==> src/rtl/des_round_engine.sv <==
// Iterative DES round engine.
// Takes a block already split into IP halves and a key already through PC-1,
// runs the 16 Feistel rounds ROUNDS_PER_CYCLE at a time, and presents the
// swapped pre-output {R16, L16}. Subkeys are derived on the fly by rotating
// the C/D halves (left for encrypt, right for decrypt).
//
// Ports:
//   clk, rst              clock, synchronous active-high reset
//   in_valid / in_ready   input handshake (ready only while idle)
//   in_mode               0 = encrypt, 1 = decrypt
//   in_L, in_R            block halves after IP
//   in_key                {C0, D0} after PC-1
//   out_valid / out_ready result handshake (valid only while done)
//   out_data              {R16, L16}, held until accepted
//   busy                  high while rounds are being computed
module des_round_engine #(
  parameter int ROUNDS_PER_CYCLE = 1
) (
  input  logic        clk,
  input  logic        rst,
  input  logic        in_valid,
  output logic        in_ready,
  input  logic        in_mode,
  input  logic [31:0] in_L,
  input  logic [31:0] in_R,
  input  logic [55:0] in_key,
  output logic        out_valid,
  input  logic        out_ready,
  output logic [63:0] out_data,
  output logic        busy
);

  localparam int ITERS = 16 / ROUNDS_PER_CYCLE;
  localparam logic [3:0] LAST_RND = 4'((ITERS - 1) * ROUNDS_PER_CYCLE);
  localparam logic [3:0] RND_STEP = 4'(ROUNDS_PER_CYCLE);

  if (ROUNDS_PER_CYCLE != 1 && ROUNDS_PER_CYCLE != 2 && ROUNDS_PER_CYCLE != 4 &&
      ROUNDS_PER_CYCLE != 8 && ROUNDS_PER_CYCLE != 16) begin : g_bad_rounds
    $error("des_round_engine: ROUNDS_PER_CYCLE must be 1, 2, 4, 8 or 16");
  end

  // S-boxes: 64 nibbles each, row-major, entry 0 in the top nibble.
  localparam logic [255:0] SBOX [8] = '{
    256'hE4D12FB83A6C59070F74E2D1A6CB953841E8D62BFC973A50FC8249175B3EA06D,
    256'hF18E6B34972DC05A3D47F28EC01A69B50E7BA4D158C6932FD8A13F42B67C05E9,
    256'hA09E63F51DC7B428D709346A285ECBF1D6498F30B12C5AE71AD069874FE3B52C,
    256'h7DE3069A1285BC4FD8B56F03472C1AE9A690CB7DF13E52843F06A1D8945BC72E,
    256'h2C417AB6853FD0E9EB2C47D150FA3986421BAD78F9C5630EB8C71E2D6F09A453,
    256'hC1AF92680D34E75BAF427C9561DE0B389EF528C3704A1DB6432C95FABE17608D,
    256'h4B2EF08D3C975A61D0B7491AE35C2F8614BDC37EAF6805926BD814A7950FE23C,
    256'hD2846FB1A93E50C71FD8A374C56B0E927B419CE206ADF35821E74A8DFC90356B
  };

  // Permutation tables in DES bit numbering (1 = MSB).
  localparam int P_TAB [32] = '{16, 7, 20, 21, 29, 12, 28, 17, 1, 15, 23, 26, 5, 18, 31, 10,
                                2, 8, 24, 14, 32, 27, 3, 9, 19, 13, 30, 6, 22, 11, 4, 25};
  localparam int PC2_TAB [48] = '{14, 17, 11, 24, 1, 5, 3, 28, 15, 6, 21, 10,
                                  23, 19, 12, 4, 26, 8, 16, 7, 27, 20, 13, 2,
                                  41, 52, 31, 37, 47, 55, 30, 40, 51, 45, 33, 48,
                                  44, 49, 39, 56, 34, 53, 46, 42, 50, 36, 29, 32};

  typedef enum logic [1:0] {IDLE, RUN, DONE} state_t;

  // Rotation for 0-based round index; decrypt round 0 reuses C0/D0 (= C16/D16).
  function automatic logic [1:0] rot_amt(input logic dec, input logic [3:0] rnd);
    logic [1:0] a;
    case (rnd)
      4'd0:              a = dec ? 2'd0 : 2'd1;
      4'd1, 4'd8, 4'd15: a = 2'd1;
      default:           a = 2'd2;
    endcase
    return a;
  endfunction

  function automatic logic [27:0] rot28(input logic dec, input logic [27:0] x,
                                        input logic [1:0] amt);
    logic [27:0] y;
    case ({dec, amt})
      3'b001:  y = {x[26:0], x[27]};
      3'b010:  y = {x[25:0], x[27:26]};
      3'b101:  y = {x[0], x[27:1]};
      3'b110:  y = {x[1:0], x[27:2]};
      default: y = x;
    endcase
    return y;
  endfunction

  // E is regular: output group j takes input bits 4j..4j+5 with wrap-around.
  function automatic logic [47:0] expand(input logic [31:0] r);
    logic [33:0] x;
    logic [47:0] e;
    x = {r[0], r, r[31]};
    e = '0;
    for (int j = 0; j < 8; j++) e[6'(47 - 6 * j) -: 6] = x[6'(33 - 4 * j) -: 6];
    return e;
  endfunction

  function automatic logic [3:0] sbox(input logic [2:0] n, input logic [5:0] b);
    logic [5:0]   pos;
    logic [255:0] t;
    pos = 6'd63 - {b[5], b[0], b[4:1]};
    t   = SBOX[n] >> {pos, 2'b00};
    return t[3:0];
  endfunction

  function automatic logic [31:0] feistel(input logic [31:0] r, input logic [47:0] k);
    logic [47:0] x;
    logic [31:0] s;
    logic [31:0] p;
    x = expand(r) ^ k;
    s = '0;
    for (int j = 0; j < 8; j++) s[5'(31 - 4 * j) -: 4] = sbox(3'(j), x[6'(47 - 6 * j) -: 6]);
    p = '0;
    for (int i = 0; i < 32; i++) p[5'(31 - i)] = s[5'(32 - P_TAB[i])];
    return p;
  endfunction

  function automatic logic [47:0] pc2(input logic [55:0] cd);
    logic [47:0] k;
    k = '0;
    for (int i = 0; i < 48; i++) k[6'(47 - i)] = cd[6'(56 - PC2_TAB[i])];
    return k;
  endfunction

  state_t      state_q, state_d;
  logic [31:0] l_p0, r_p0;
  logic [27:0] c_p0, d_p0;
  logic        mode_p0;
  logic [3:0]  rnd_p0;
  logic [63:0] out_p1;
  logic        last_iter;

  logic [31:0] l_ch [ROUNDS_PER_CYCLE+1];
  logic [31:0] r_ch [ROUNDS_PER_CYCLE+1];
  logic [27:0] c_ch [ROUNDS_PER_CYCLE+1];
  logic [27:0] d_ch [ROUNDS_PER_CYCLE+1];

  assign l_ch[0] = l_p0;
  assign r_ch[0] = r_p0;
  assign c_ch[0] = c_p0;
  assign d_ch[0] = d_p0;

  // ---- p0 -> p0: ROUNDS_PER_CYCLE rounds chained combinationally ----
  for (genvar g = 0; g < ROUNDS_PER_CYCLE; g++) begin : g_round
    logic [1:0]  amt;
    logic [47:0] k;
    assign amt         = rot_amt(mode_p0, rnd_p0 + 4'(g));
    assign c_ch[g+1]   = rot28(mode_p0, c_ch[g], amt);
    assign d_ch[g+1]   = rot28(mode_p0, d_ch[g], amt);
    assign k           = pc2({c_ch[g+1], d_ch[g+1]});
    assign l_ch[g+1]   = r_ch[g];
    assign r_ch[g+1]   = l_ch[g] ^ feistel(r_ch[g], k);
  end

  assign last_iter = (rnd_p0 == LAST_RND);

  always_ff @(posedge clk) begin
    if (rst) state_q <= IDLE;
    else     state_q <= state_d;
  end

  always_comb begin
    state_d   = state_q;
    in_ready  = 1'b0;
    out_valid = 1'b0;
    busy      = 1'b0;
    case (state_q)
      IDLE: begin
        in_ready = 1'b1;
        if (in_valid) state_d = RUN;
      end
      RUN: begin
        busy = 1'b1;
        if (last_iter) state_d = DONE;
      end
      DONE: begin
        out_valid = 1'b1;
        if (out_ready) state_d = IDLE;
      end
      default: state_d = IDLE;
    endcase
  end

  // ---- input capture -> p0 working registers -> p1 result register ----
  always_ff @(posedge clk) begin
    if (rst) begin
      l_p0    <= '0;
      r_p0    <= '0;
      c_p0    <= '0;
      d_p0    <= '0;
      mode_p0 <= 1'b0;
      rnd_p0  <= '0;
      out_p1  <= '0;
    end else begin
      case (state_q)
        IDLE: begin
          rnd_p0 <= '0;
          if (in_valid) begin
            l_p0    <= in_L;
            r_p0    <= in_R;
            c_p0    <= in_key[55:28];
            d_p0    <= in_key[27:0];
            mode_p0 <= in_mode;
          end
        end
        RUN: begin
          l_p0 <= l_ch[ROUNDS_PER_CYCLE];
          r_p0 <= r_ch[ROUNDS_PER_CYCLE];
          c_p0 <= c_ch[ROUNDS_PER_CYCLE];
          d_p0 <= d_ch[ROUNDS_PER_CYCLE];
          // Counter never carries past 15: it is cleared on the final iteration.
          rnd_p0 <= last_iter ? 4'd0 : rnd_p0 + RND_STEP;
          if (last_iter) out_p1 <= {r_ch[ROUNDS_PER_CYCLE], l_ch[ROUNDS_PER_CYCLE]};
        end
        default: ;
      endcase
    end
  end

  assign out_data = out_p1;

endmodule

==> config.mk <==
export PLATFORM = sky130hd
export DESIGN_NAME = des_round_engine
export DESIGN_NICKNAME = d
export VERILOG_FILES = /design/src/rtl/des_round_engine.sv
export SDC_FILE = /design/constraint.sdc
export NUM_CORES = 1
export LEC_CHECK = 0
export ABC_AREA = 1
export CORE_ASPECT_RATIO = 1.75
export CORE_MARGIN = 3
export CORE_UTILIZATION = 47
export DETAILED_ROUTE_END_ITERATION = 7
export GPL_TIMING_DRIVEN = 0
export PLACE_DENSITY = 0.75
export SETUP_SLACK_MARGIN = 0.05
export SLEW_MARGIN = 20
export SYNTH_ARGS = -nofsm -noshare
export SYNTH_HDL_FRONTEND = slang
export SYNTH_SLANG_ARGS = --single-unit
==> constraint.sdc <==
create_clock -name clk -period 2.55 [get_ports clk]
set_input_delay 0.3825 -clock clk [delete_from_list [all_inputs] [get_ports clk]]
set_output_delay 0.3825 -clock clk [all_outputs]
set_load 0.01 [all_outputs]
Figure 1. Floorplan with the power grid (run 1).
Drawn at 2 px/um. Pins as bars on the die edge.
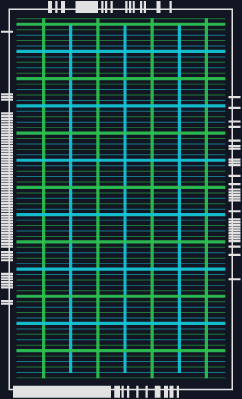
| colour | net |
|---|---|
| green | VSS |
| cyan | VDD |
met5 straps: 13
met1 rails: 67
Die Wd: 110.8 um
Peak VDD IR: 0.4985 mV

Figure 2. Placed cells, one colour a class (run 1).
Drawn at 2 px/um. Fill, decap, tap and diode cells in grey.
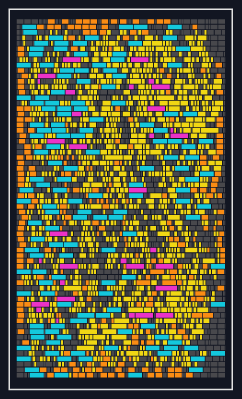
| colour | class | cells | share of their area |
|---|---|---|---|
| orange | other buffers and delay cells | 266 | 18% |
| magenta | clock drivers and dummy loads | 32 | 4.6% |
| cyan | flip-flops | 145 | 24% |
| yellow | all other logic | 1166 | 54% |

==> impl_metrics.yaml, run 1 <==
# yosys + openroad results
status:
  status: "finished with violations"
  violations: "setup timing"
worst_setup_path:
  endpoint_kind: "register"
  crit_family: "simple AND/OR/NAND/NOR gates"
  critical_path.most_common_cell: "nand2_2"
  critPathArrivalTime_ns: 3.26
  crit_path_max_incr_delay_ns: 0.38
  path_cells: "ha_4, nand3_4, nand2_4, nand4_4, buf_6, buf_4, o21ai_0, nand3b_1, nand2_1, nand2_2, nand2_4, inv_6, nand3_1, nand2_1, nand2_1, nand2_2, nand2_2, nand2_2, nand3_2, nand2_2, a21oi_2"
die:
  row_count: 66
  chip_area_sq_mm: 0.02098
routing:
  firstDrtPassIters: 5
  drt_iter0_drc: 811
  ant_nets: 0
  vias: 10630
synth:
  yosysWarnings: 0
  ys_types: 45
  ys_cells: 1379
  edf_count: 0
  synthArstFlopShare_pct: 0
  synthTopCellsByArea: "dfxtp_1 32%, nand2_1 18%, nand3_1 9.5%"
  ys_area_sq_mm: 0.009031
  yosysTopAreaCell: "dfxtp_1"
  synth.most_common_cell: "nand2_1"
final_layout:
  nNetsFinal: 1746
  fin_area_sq_mm: 0.01260
  final-seq-area_sq_mm: 0.002910
  syn_to_final_growth_pct: 39.51
min_path:
  hp-class: "reg2reg"
power:
  power_density_mw_per_mm2: 634.7
sta:
  min_period_ns: 2.959
  setup_ws_ns: -0.4086
  finalClockPeriodUsage_pct: 116.0
  setup_viol: 15
grt:
  antenna_found_initial: 0
  grt_pass1_wl_um: 55310
  grt_usage_pct: 33.71
clock_tree:
  cts_tree: "yes"
  clock-sinks: 145
place:
  io_buffer_count: 144
  hpwl_um: 27060
  gp_congestion: 0.9534
Figure 3. Clock network drawn from the DEF (run 1).
Drawn at 4 px/um.
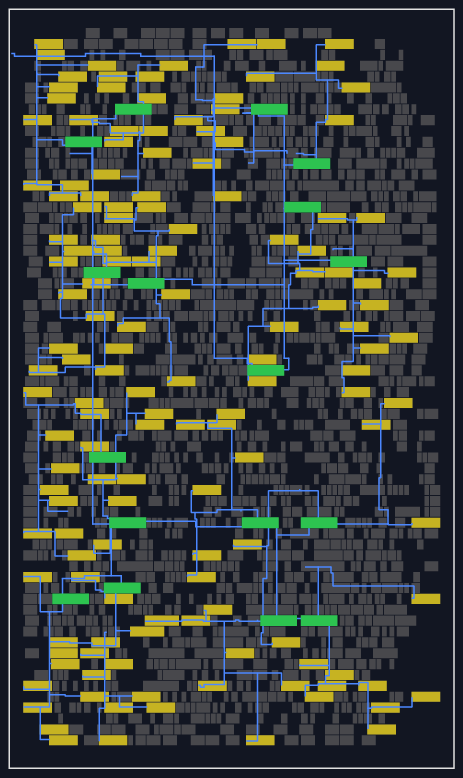
[blue] clock wires | length: 2220 um
[green] cells driving clock nets | count: 17
[yellow] flip-flops | count: 145
routed clock nets: 18
flops lie: all over the die
clock power share: 31.2%
skew final: 0.008928 ns
Clk power: 2.49 mW
Clock Latency Late Sink: 0.45 ns

[run 1: per-stage QoR]
step	utilization, %	instances	TNS, ns	hold WS [ns]
after floorplan	-	1387	-0.3289	0.4540
after global placement	58.28	1769	-9.674	0.4515
after detailed placement	58.28	1769	-11.59	0.4551
after CTS	65.00	1835	-4.187	0.4662
after global routing	67.21	1847	-8.668	0.4808
final	67.21	1847	-5.036	0.4608
[run 1: report_power, final]
group          leakage [nW]  total (mW)  internal, mW  switching, mW
Clock                 0.266        2.49          1.40           1.09
Sequential             1.19        2.55          2.39          0.163
Combinational          3.65        2.95          1.09           1.87
[run 1: kinds of logic after synthesis]
| family | share of synthesized area, % |
|---|---|
| fa+ha+maj | 3.464 |
| other cells | 0.04152 |
| flops | 32.14 |
| simple gates | 36.62 |
| xor+xnor | 1.288 |
| compound gates | 16.94 |
| buf+inv | 9.504 |
[run 1: routing by layer]
layer	wire length [um]	vias up	part of all wire (%)	global-route usage (%)
met1	12750	4956	35	34.77
met3	2474	143	6.7	5.788
met4	2745	0	7.5	23.23
met2	18800	547	51	61.37
li1	-	4988	-	-
met5	0	-	0	0
[run 1: worst paths after layout]
kind / to / slack [ns] / cells after the start
max reg2reg: r_p0[13] / -0.41 / 21
min: out_data[19] / 0.46 / 2
max: r_p0[13] / -0.41 / 21
min reg2reg: out_data[19] / 0.46 / 2
[run 1: layout by cell type, fill, tap and decap left out, types with 4 or more instances in the layout]
cell and n:
buf_4 51, ha_1 17, nand3b_1 4, buf_6 6
buf_1 4, conb_1 9, clkbuf_1 49, clkbuf_2 6
a31oi_1 57, nand2_4 36, inv_2 10, o211ai_1 17
nand3_1 121, clkbuf_16 17, dfxtp_1 143, o21ai_2 9
nand2_1 363, a21oi_2 12, clkinvlp_4 4, nand3_2 51
ha_4 6, nand3_4 10, inv_1 103, nor2_1 74
o22ai_1 10, inv_6 4, o21ai_0 70, clkdlybuf4s50_1 144
inv_4 5, xor2_2 7, a21oi_1 74, nand2_2 61
[run 1: worst reg2reg max path: stages, from the launching register on]
cell      delay (ns)
dfxtp_4         0.38
ha_4            0.15
nand3_4         0.17
nand2_4         0.14
nand4_4         0.18
buf_6           0.20
buf_4           0.13
o21ai_0         0.05
nand3b_1        0.23
nand2_1         0.12
nand2_2         0.11
nand2_4         0.11
inv_6           0.10
nand3_1         0.08
nand2_1         0.07
nand2_1         0.06
nand2_2         0.11
nand2_2         0.07
nand2_2         0.09
nand3_2         0.10
nand2_2         0.11
a21oi_2         0.05
[run 1: sequential cells by signal, summed over array words and instances, names as in the netlist]
signal,cells
rnd_p0,4
state_q,2
d_p0,28
r_p0,32
mode_p0,1
out_data,55
l_p0,23
[run 1: timing repair]
| action | 4_1_cts | 5_1_grt |
|---|---|---|
| hold buffers | 0 | 0 |
| setup buffers | 34 | 11 |
| pin swaps | 48 | 57 |
| gates cloned | 0 | 1 |
| endpoints found under the setup margin | 75 | 97 |
| resized | 106 | 91 |
[run 1: final cells by class]
class                      count  share of cell area (%)
buffer                        77                   3.347
clock buffer                  21                   3.654
clock inverter                11                  0.8342
inverter                     121                   3.843
multi-input combinational   1045                   48.52
sequential                   145                   23.10
tap                          238                   2.363
timing repair buffer         189                   14.34
==> run 2: changes to the inputs <==
==> constraint.sdc (replaced) <==
create_clock -name clk -period 2.6 [get_ports clk]
set_input_delay 0.39 -clock clk [delete_from_list [all_inputs] [get_ports clk]]
set_output_delay 0.39 -clock clk [all_outputs]
set_load 0.01 [all_outputs]
Figure 4. Floorplan with the power grid (run 2).
Drawn at 2 px/um. Pins as bars on the die edge.
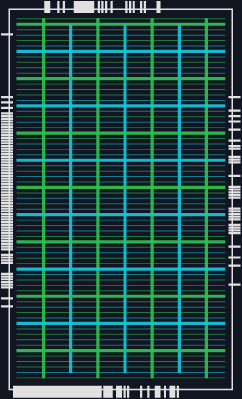
| colour | net |
|---|---|
| green | VSS |
| cyan | VDD |
rows: 66
signal pins: 192
met4 straps: 7
met5 straps: 13

Figure 5. Placement view (run 2).
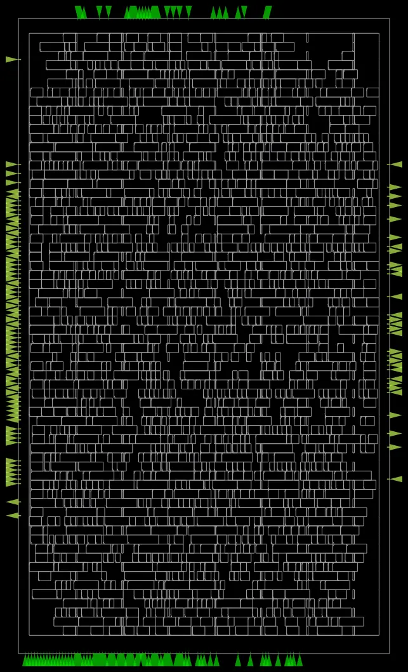
# rows: 66
fill count: 1657
n_taps: 238
core area: 0.01875 sq mm
Final Non-Filler Cells: 1861

==> run 2 against run 1 <==
  * The flow still finishes with violations (setup timing)
  * Non-clock buffer count increased by 15
  * Synthesized cell count unchanged
  * Setup slack improved by 0.060 ns
  * First-iteration DRC count grew 2.1%
  * Synthesized area stayed put
  * Routed wire length rose by 1.5%
  * Clock skew fell by 0.0018 ns
  * Hold slack got worse by 0.0019 ns
  * Largest power group unchanged
  * Cell count rose by 0.76%
  * Cell area increased by 1.9%
  * Sequential cell count unchanged
==> impl_metrics.yaml, run 2 <==
# yosys + openroad results
sta:
  min_period_ns: 2.949
  finClkSkew_ns: 0.007141
  setup_ws_ns: -0.3486
  setup_viol: 15
  finalClockPeriodUsage_pct: 113.4
place:
  gp_congestion: 0.9970
  hpwl_um: 26890
grt:
  grt_usage_pct: 34.03
  grt_pass1_wl_um: 55970
clock_tree:
  cts_tree: "yes"
  post_cts_hold_buffer_count: 0
  clk_latency_ns: 0.43
final_layout:
  largest_reg_flops: 55
  lay_top_cells: "365 x nand2_1, 144 x clkdlybuf4s50_1, 141 x dfxtp_1, 126 x nand3_1, 103 x inv_1"
  layout_top_cell: "nand2_1"
  syn_to_final_growth_pct: 42.17
synth:
  synthTopCellsByArea: "dfxtp_1 32%, nand2_1 18%, nand3_1 9.5%"
  ys_area_sq_mm: 0.009031
  ys_cells: 1379
  synth.top_cell.area_share_pct: 32.14
  yosysWarnings: 0
die:
  die_w_um: 110.8
  chip_area_sq_mm: 0.02098
power:
  peakVddDrop_mv: 0.6829
  power_density_mw_per_mm2: 618.7
status:
  violations: "setup timing"
  status: "finished with violations"
min_path:
  hp-class: "reg2reg"
routing:
  firstDrtPassIters: 6
  vias: 10680
  drt_iter0_drc: 828
[run 2: stage by stage]
| stage | util, % | setup TNS [ns] | area [sq um] | hold WS [ns] | std cells |
|---|---|---|---|---|---|
| global placement | 58.28 | -7.451 | 10920 | 0.4505 | 1769 |
| floorplan | - | -0.01213 | 9185 | 0.4540 | 1387 |
| finish | 68.50 | -4.418 | 12840 | 0.4589 | 1861 |
| CTS | 65.25 | -2.915 | 12230 | 0.4629 | 1838 |
| global route | 68.50 | -6.428 | 12840 | 0.4871 | 1861 |
| detailed placement | 58.28 | -9.451 | 10920 | 0.4530 | 1769 |
[run 2: final cells by class]
| class | instances | area, sq um |
|---|---|---|
| Clock buffer | 18 | 429.2 |
| Buffer | 77 | 435.4 |
| Timing Repair Buffer | 204 | 1976 |
| Tap cell | 238 | 297.8 |
| Clock inverter | 14 | 155.1 |
| Inverter | 121 | 481.7 |
| Multi-Input combinational cell | 1044 | 6152 |
| Sequential cell | 145 | 2913 |
| Fill cell | 1657 | 5906 |
[run 2: kinds of logic (layout without fill, tap and decap cells)]
logic type,Yosys count,after routing,share of synthesized area (%)
and+or+nand+nor,738,738,36.62
AOI/OAI and AO/OA,263,263,16.94
buffers and inverters,198,434,9.504
DFF,145,145,32.14
adders and majority gates,25,25,3.464
xor gates and xnor gates,9,9,1.288
other,1,9,0.04152
[run 2: per-layer routing]
layer	track usage [%]	vias up	wire, um
li1	-	5013	-
met1	35.63	4900	12950
met2	60.62	598	18610
met3	6.524	172	2858
met4	23.90	0	2900
met5	0	-	0
[run 2: timing repair]
action	in CTS	in global routing
pin swaps	44	39
gates cloned	0	1
setup endpoints to repair	58	53
setup buffers	37	22
resized	111	110
[run 2: final timing paths]
kind | end | slack (ns) | cells after the start
setup / recovery | r_p0[11] | -0.35 | 23
hold / removal | out_data[58] | 0.46 | 2
setup reg to reg | r_p0[11] | -0.35 | 23
hold reg to reg | out_data[58] | 0.46 | 2
[run 2: power breakdown]
| group | internal, mW | switching (mW) |
|---|---|---|
| Sequential | 2.34 | 0.160 |
| Clock | 1.43 | 1.07 |
| Combinational | 1.11 | 1.82 |
[run 2: worst max-delay path, cell delays in order, from the launching register on]
cell	delay, ns
dfxtp_4	0.38
ha_4	0.16
nand3_4	0.17
nand2_4	0.14
nand4_4	0.18
buf_4	0.21
o21ai_2	0.06
inv_2	0.06
nand3_4	0.14
nand2_4	0.06
buf_4	0.13
nand2_1	0.06
nand2_2	0.08
ha_1	0.19
inv_1	0.05
nand3_1	0.07
nand3_1	0.10
nand3_1	0.09
nand3_1	0.10
nand2_1	0.06
nand2_1	0.08
nand3_1	0.08
nand2_1	0.08
a21oi_1	0.05
Figure 6. Clock network drawn from the DEF (run 2).
Drawn at 4 px/um.
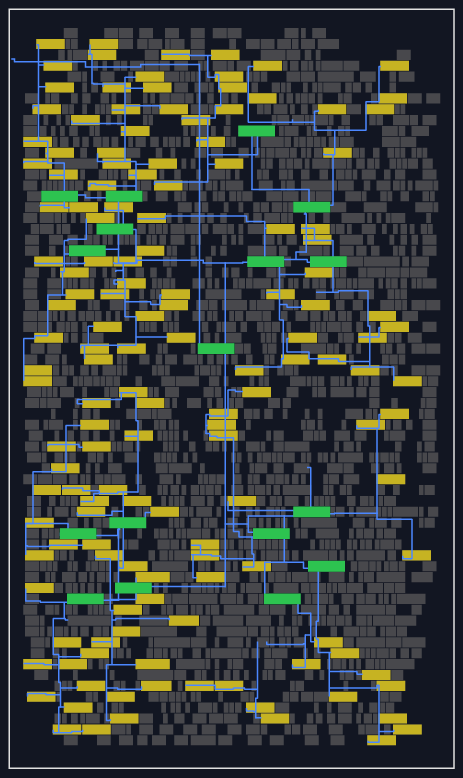

==> run 3: changes to the inputs <==
--- a/config.mk
+++ b/config.mk
@@ -12,7 +12,6 @@
 export DETAILED_ROUTE_END_ITERATION = 7
 export GPL_TIMING_DRIVEN = 0
 export PLACE_DENSITY = 0.75
-export SETUP_SLACK_MARGIN = 0.05
 export SLEW_MARGIN = 20
 export SYNTH_ARGS = -nofsm -noshare
 export SYNTH_HDL_FRONTEND = slang
Figure 7. Clock network drawn from the DEF (run 3).
Drawn at 4 px/um.
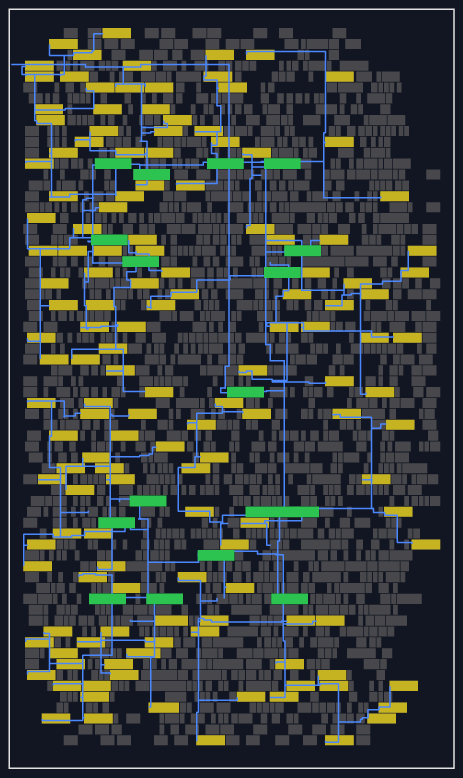
[blue] clock wires | length: 2110 um
[yellow] flip-flops | count: 145
[green] cells driving clock nets | count: 17
flops lie: all over the die
clock power share: 32.4%
Clk power: 2.54 mW
skew final: 0.01552 ns
Clock Latency Late Sink: 0.43 ns

Figure 8. Routed metal, one colour a layer (run 3).
Drawn at 2 px/um. Two of the layers only.
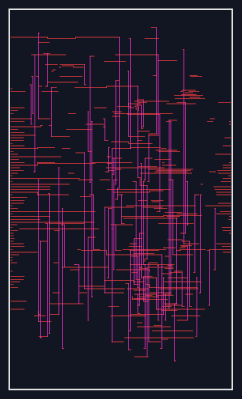
| colour | layer | wire length |
|---|---|---|
| red | met3 | 2720 um |
| magenta | met4 | 3010 um |
WL/cell: 19.43 um
Routed WL: 35850 um
Total Routing Usage GR: 32.93%
via count: 10510

==> run 3 against run 2 <==
  * The run still ends with setup timing left
  * Global-route usage decreased by 1.1 points
  * Sequential cell count did not move
  * Setup slack gained 0.010 ns
  * Synthesized cell count is the same
  * Cell area fell by 2.8%
  * Sequential power barely moved
  * Hold slack improved by 0.0043 ns
  * Synthesized area is the same
  * Count of clock-buffer cells in the layout is 1 higher
  * Non-clock buffer count fell by 16
==> impl_metrics.yaml, run 3 <==
# yosys + openroad results
final_layout:
  largest_reg_flops: 55
  syn_to_final_growth_pct: 38.13
  lay_top_cells: "377 x nand2_1, 144 x clkdlybuf4s50_1, 142 x dfxtp_1, 132 x nand3_1, 105 x inv_1"
  fillers: 1696
  fin_area_sq_mm: 0.01247
  layout_top_cell: "nand2_1"
status:
  violations: "setup timing"
  status: "finished with violations"
worst_setup_path:
  reg2reg_depth: 22
clock_tree:
  cts_tree: "yes"
synth:
  synthAoiAreaFrac_pct: 16.94
  ys_area_sq_mm: 0.009031
  yosysWarnings: 0
  synth.top_cell.area_share_pct: 32.14
  ys_cells: 1379
  synth-xor-area-share_pct: 1.288
  logic_family: "simple AND/OR/NAND/NOR gates"
  ys_sh_adder_pct: 3.464
grt:
  grt_pass1_wl_um: 54630
die:
  chip_area_sq_mm: 0.02098
  die_w_um: 110.8
  core_area_sq_mm: 0.01875
sta:
  setup_viol: 15
  setup_ws_ns: -0.3382
  finalClockPeriodUsage_pct: 113.0
place:
  gp_congestion: 0.9547
  post_dp_cell_area_sq_mm: 0.01091
  hpwl_um: 26390
power:
  seqPwrFrac_pct: 31.9
  p_int_mw: 4.842
  combPwrFrac_pct: 35.7
  peakVddDrop_mv: 0.4698
min_path:
  hp-class: "reg2reg"
-- run 3: cell counts after synthesis --
No cell type changed its count.
-- run 3: critical path, stage by stage, from the launching register on --
cell and delay (ns):
dfxtp_4 0.38, ha_4 0.15, nand3_4 0.17, nand2_4 0.14
nand4_4 0.16, inv_4 0.15, buf_12 0.14, nor2_4 0.04
nand3_4 0.13, nand2_4 0.09, nand2_4 0.08, nand2_8 0.07
ha_4 0.29, nand3_2 0.06, nand2_1 0.07, inv_2 0.05
a21oi_2 0.12, nand2_2 0.09, nand2_1 0.08, nand2_2 0.08
nand3_4 0.11, nand2_2 0.05, a21oi_1 0.14
-- run 3: kinds of logic after synthesis --
kind of cell | after synthesis
AOI/OAI and AO/OA | 263
buffers and inverters | 198
adders and majority gates | 25
and+or+nand+nor | 738
xor gates and xnor gates | 9
DFF | 145
other | 1
-- run 3: final timing paths --
path	startpoint	end	slack (ns)
worst max register to register	rnd_p0[1]	r_p0[13]	-0.34
worst min register to register	out_data[29]	out_data[29]	0.46
worst min-delay path	out_data[29]	out_data[29]	0.46
worst max-delay path	rnd_p0[1]	r_p0[13]	-0.34
-- run 3: area by class of cell --
cell class	count	share of cell area, %
clock inverters	13	1.194
multi-input cells	1044	47.78
well taps	238	2.387
repair buffers	188	14.55
inverters	121	3.821
plain buffers	77	3.370
clock buffers	19	3.551
flip-flops and latches	145	23.34
-- run 3: power groups by stage --
| stage | Sequential, mW | Combinational, mW | Clock, mW |
|---|---|---|---|
| floorplan | 2.48 | 1.62 | 0 |
| global placement | 2.53 | 2.25 | 0 |
| detailed placement | 2.53 | 2.27 | 0 |
| CTS | 2.49 | 2.56 | 2.55 |
| global route | 2.51 | 3.05 | 2.62 |
| finish | 2.50 | 2.80 | 2.54 |
-- run 3: per-layer routing --
layer	vias up	GRT usage, %	part of all wire (%)
met5	-	0	0
met4	0	24.42	8.4
met3	170	6.684	7.6
met2	540	58.65	49
met1	4832	33.69	35
li1	4971	-	-
-- run 3: stage by stage --
| stage | util, % | instances |
|---|---|---|
| after floorplan | - | 1387 |
| after CTS | 64.70 | 1834 |
| after detailed placement | 58.18 | 1769 |
| after global routing | 66.55 | 1845 |
| final | 66.55 | 1845 |
| after global placement | 58.18 | 1769 |
-- run 3: repair_timing --
| action | 4_1_cts | 5_1_grt |
|---|---|---|
| setup buffers | 33 | 11 |
| resized | 90 | 68 |
| pin swaps | 49 | 30 |
| cloned | 0 | 0 |
| endpoints found under the hold margin | 0 | 0 |
| setup endpoints to repair | 28 | 27 |
Power figures rest on the tool's default switching activity, not on a simulated workload.
